$ cat src/rtl/fc_pkg.sv
// Shared definitions for the fully-connected layer modules and the argmax stage.
package fc_pkg;

  // Control states of the sequential argmax scanner.
  typedef enum logic [1:0] {
    IDLE = 2'd0,
    SCAN = 2'd1,
    DONE = 2'd2
  } argmax_state_t;

  // Width of an FC layer output: full product width plus accumulation growth.
  function automatic int fc_out_width(input int width, input int in_cnt);
    return 2 * width + $clog2(in_cnt);
  endfunction

endpackage

$ cat src/rtl/fc_argmax.sv
// Sequential argmax over the final FC layer outputs: captures the vector on an
// input handshake, scans one element per cycle, and presents the index and value
// of the largest signed element on an output handshake.
module fc_argmax
  import fc_pkg::*;
#(
  parameter int WIDTH = 8,
  parameter int IN    = 84,
  parameter int OUT   = 10,
  localparam int ZW   = fc_out_width(WIDTH, IN),
  localparam int CW   = (OUT > 1) ? $clog2(OUT) : 1
) (
  input  logic          clk,
  input  logic          rst,
  input  logic          in_valid,
  output logic          in_ready,
  input  logic [ZW-1:0] z [0:OUT-1],
  output logic          out_valid,
  input  logic          out_ready,
  output logic [CW-1:0] out_class,
  output logic [ZW-1:0] out_max
);

  localparam logic [CW-1:0] LAST_IDX = CW'(OUT - 1);

  argmax_state_t state_reg, state_next;

  logic        [ZW-1:0] buf_reg [0:OUT-1];
  logic signed [ZW-1:0] best_reg;
  logic        [CW-1:0] idx_reg;
  logic        [CW-1:0] cnt_reg;

  logic                 accept;
  logic                 last;
  logic signed [ZW-1:0] cand;
  logic                 take;

  assign accept = (state_reg == IDLE) && in_valid;
  assign last   = (cnt_reg == LAST_IDX);
  assign cand   = buf_reg[cnt_reg];
  // Strictly greater keeps the lower index on ties.
  assign take   = cand > best_reg;

  // State register.
  always_ff @(posedge clk) begin
    if (rst) begin
      state_reg <= IDLE;
    end else begin
      state_reg <= state_next;
    end
  end

  // Next-state and handshake outputs.
  always_comb begin
    state_next = state_reg;
    in_ready   = 1'b0;
    out_valid  = 1'b0;
    case (state_reg)
      IDLE: begin
        in_ready = 1'b1;
        if (in_valid) begin
          state_next = (OUT == 1) ? DONE : SCAN;
        end
      end
      SCAN: begin
        if (last) begin
          state_next = DONE;
        end
      end
      DONE: begin
        out_valid = 1'b1;
        if (out_ready) begin
          state_next = IDLE;
        end
      end
      default: begin
        state_next = IDLE;
      end
    endcase
  end

  // Snapshot of the input vector; only the accept edge loads it, so later
  // changes on z cannot disturb a scan. Contents need no reset.
  generate
    for (genvar gi = 0; gi < OUT; gi++) begin : g_buf
      // Capture element gi on accept.
      always_ff @(posedge clk) begin
        if (accept) begin
          buf_reg[gi] <= z[gi];
        end
      end
    end
  endgenerate

  // Running maximum, scan counter and registered result.
  always_ff @(posedge clk) begin
    if (rst) begin
      best_reg  <= '0;
      idx_reg   <= '0;
      cnt_reg   <= '0;
      out_class <= '0;
      out_max   <= '0;
    end else if (accept) begin
      best_reg <= z[0];
      idx_reg  <= '0;
      cnt_reg  <= CW'(1);
      if (OUT == 1) begin
        out_class <= '0;
        out_max   <= z[0];
      end
    end else if (state_reg == SCAN) begin
      if (take) begin
        best_reg <= cand;
        idx_reg  <= cnt_reg;
      end
      cnt_reg <= cnt_reg + CW'(1);
      // The final element's comparison feeds the result directly so the
      // result is ready as soon as DONE is entered.
      if (last) begin
        out_class <= take ? cnt_reg : idx_reg;
        out_max   <= take ? cand : best_reg;
      end
    end
  end

endmodule

$ cat config.mk
export PLATFORM = sky130hd
export DESIGN_NAME = fc_argmax
export DESIGN_NICKNAME = d
export VERILOG_FILES = /design/src/rtl/fc_pkg.sv /design/src/rtl/fc_argmax.sv
export SDC_FILE = /design/constraint.sdc
export NUM_CORES = 1
export LEC_CHECK = 0
export CORE_MARGIN = 2
export CORE_UTILIZATION = 39
export DETAILED_ROUTE_END_ITERATION = 6
export PLACE_DENSITY = 0.72
export SLEW_MARGIN = 10
export SYNTH_ARGS = -nofsm -noshare
export SYNTH_HDL_FRONTEND = slang
export SYNTH_SLANG_ARGS = --single-unit
export TNS_END_PERCENT = 1
$ cat constraint.sdc
create_clock -name clk -period 11.7 [get_ports clk]
set_input_delay 2.34 -clock clk [delete_from_list [all_inputs] [get_ports clk]]
set_output_delay 2.34 -clock clk [all_outputs]
set_load 0.005 [all_outputs]
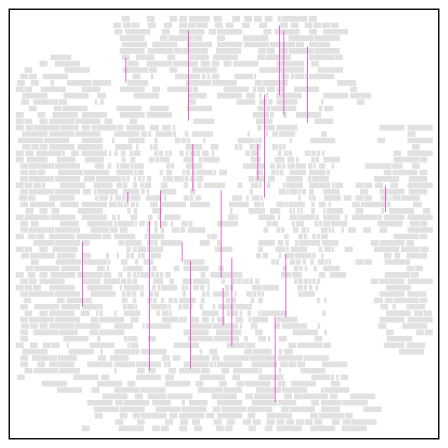
(metal 4)
The layer holds 1.9% of the routed length. 10 nets have wire on it. The wires run mostly vertical. The layer carries 550 µm of wire. The longest straight run is 63.2 µm.

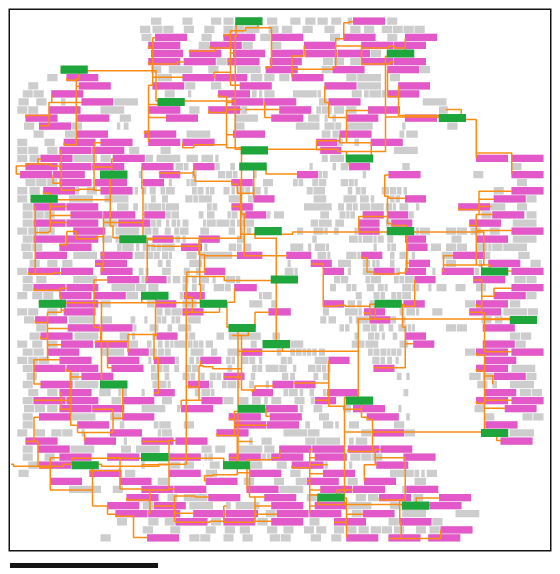
(clock distribution)
Scale bar: 50 µm.
Magenta stands for flip-flops, count 290. Orange stands for clock wires, length 3670 µm. Green stands for clock drivers, count 31.
There are 32 routed clock nets.

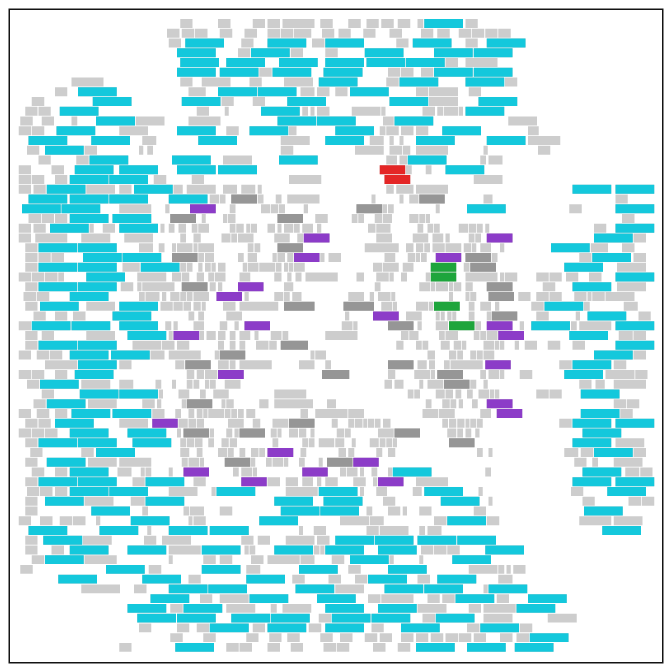
(sequential cells coloured by netlist name)
Other sequential cells in the stronger grey, the rest of the logic in the fainter grey.
Red stands for `state_reg`, flops 2. Green stands for `idx_reg`, flops 4. Purple stands for `out_max`, flops 23. Cyan stands for `buf_reg`, flops 230, where widely spread.
Another 31 sequential cells are not coloured.

==> results.json <==
{
  "cts_root_buffer": "sky130_fd_sc_hd__clkbuf_16",
  "cap_violations": 0,
  "ys_types": 39,
  "wirelength_um": 29500,
  "synth-main-ff-cell": "sky130_fd_sc_hd__edfxtp_1",
  "cts_max_level": 1,
  "register_area_um2": 8120,
  "holdCritStartpoint": "out_class[2]",
  "clk_pin_slew_worst_paths_ns": 0.06,
  "report.power.total_uw": 2580,
  "drt_pass1_iterations": 5,
  "timing.final.hold_violations": 0,
  "timing.max_slew.rel_slack_pct": 24.2,
  "final.clkbuf_count": 42,
  "layout.cells.most_common": "sky130_fd_sc_hd__clkdlybuf4s50_1",
  "rsz0062_at_grt": "false",
  "top_cells_by_count": "sky130_fd_sc_hd__edfxtp_1 (230), sky130_fd_sc_hd__dfxtp_1 (60), sky130_fd_sc_hd__o21ai_0 (51), sky130_fd_sc_hd__clkbuf_1 (46), sky130_fd_sc_hd__mux4_2 (46)",
  "comb-power_uw": 377,
  "detail_route.iter0.violations": 522,
  "worst_pin_slew_ns": 1.14,
  "comb_power_share_pct": 14.7,
  "yosys_area_um2": 12300,
  "status": "finished clean",
  "largest_reg_flops": 230,
  "timing.critical_path.to_type": "flip-flop",
  "critical_path_arrival_ns": 6.31,
  "swShare_pct": 24.5,
  "antenna-diode-count": 1,
  "tritoncts": "done",
  "cts.path.max_buffers": 3,
  "die_h_um": 182,
  "post-synth-top-area-cell": "sky130_fd_sc_hd__edfxtp_1",
  "synthesized_netlist_cell_count": 865,
  "io_pins": 263,
  "initial_utilization_pct": 39.3,
  "met3_usage_pct": 4.57,
  "worstHoldPathType": "reg2reg",
  "detail-route-antenna-nets": 0,
  "total_die_size_um2": 33100,
  "syn_avg_cell_area_um2": 14.3,
  "cp_num_cells": 12,
  "sh_comb_area_pct": 23.3,
  "cpPeakStageDelay_ns": 0.89,
  "flop-count": 290,
  "dr.max_layer_used": "met4",
  "vias": 8143,
  "critPathCapture": "out_max[22]",
  "numSynthFlops": 290,
  "multiInputCombCellCount": 462,
  "synth_area_um2": 12300,
  "grt_start_max_net_pins": 89,
  "enable_flop_cells": 230,
  "clock-skew-final_ns": 0.0109,
  "rrSetupSlack_ns": 5.84,
  "warning_count": 27,
  "n_tap_cell": 402,
  "finalWorstPathRequiredPeriod_ns": 5.86,
  "top_cells_by_area": "sky130_fd_sc_hd__edfxtp_1 (56%), sky130_fd_sc_hd__dfxtp_1 (9.7%), sky130_fd_sc_hd__mux4_2 (8.4%)",
  "grt_overflow": 0,
  "timing.rr.start": "cnt_reg[0]",
  "cts_sinks": 290,
  "final_layout_top_logic_cells": "sky130_fd_sc_hd__clkdlybuf4s50_1 (261), sky130_fd_sc_hd__edfxtp_1 (230), sky130_fd_sc_hd__dfxtp_1 (56)"
}
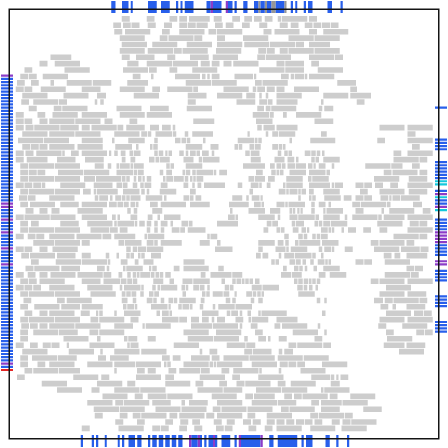
(pin placement)
Pins as bars across the die edge, other pins in grey.
Cyan stands for `out_class`, pins 4, direction output, edge right. Red stands for `clk`, pins 1, direction input, edge left. Blue stands for `z`, pins 230, direction input, edge 84 left, 63 bottom, 49 top, 34 right. Purple stands for `out_max`, pins 23, direction output, edge 8 right, 8 left, 5 bottom, 2 top.
All pins by edge: 93 left, 68 bottom, 56 top, 46 right.

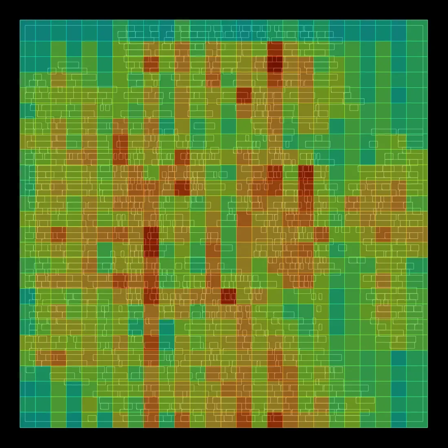
(routing congestion)
global-route track usage on met1: 22.0%
met2 global-route usage: 29.9%
GRT Resource Usage Total: 17.4%

[kinds of logic (layout without fill, tap and decap cells)]
logic type	Yosys count	in the layout	synth area share, %
other	0	1	0
muxes	96	96	12.7
adders and majority gates	25	25	2.53
DFF	290	290	65.7
and+or+nand+nor	172	172	6.62
AOI/OAI and AO/OA	167	167	8.61
xor gates and xnor gates	2	2	0.142
buffers and inverters	113	372	3.76
[through the flow]
stage | setup WS [ns] | util (%)
floorplan | 1.89 | -
global placement | 5.85 | 48.7
detailed placement | 5.80 | 48.7
CTS | 5.77 | 52.0
global route | 5.29 | 52.0
finish | 5.84 | 52.0
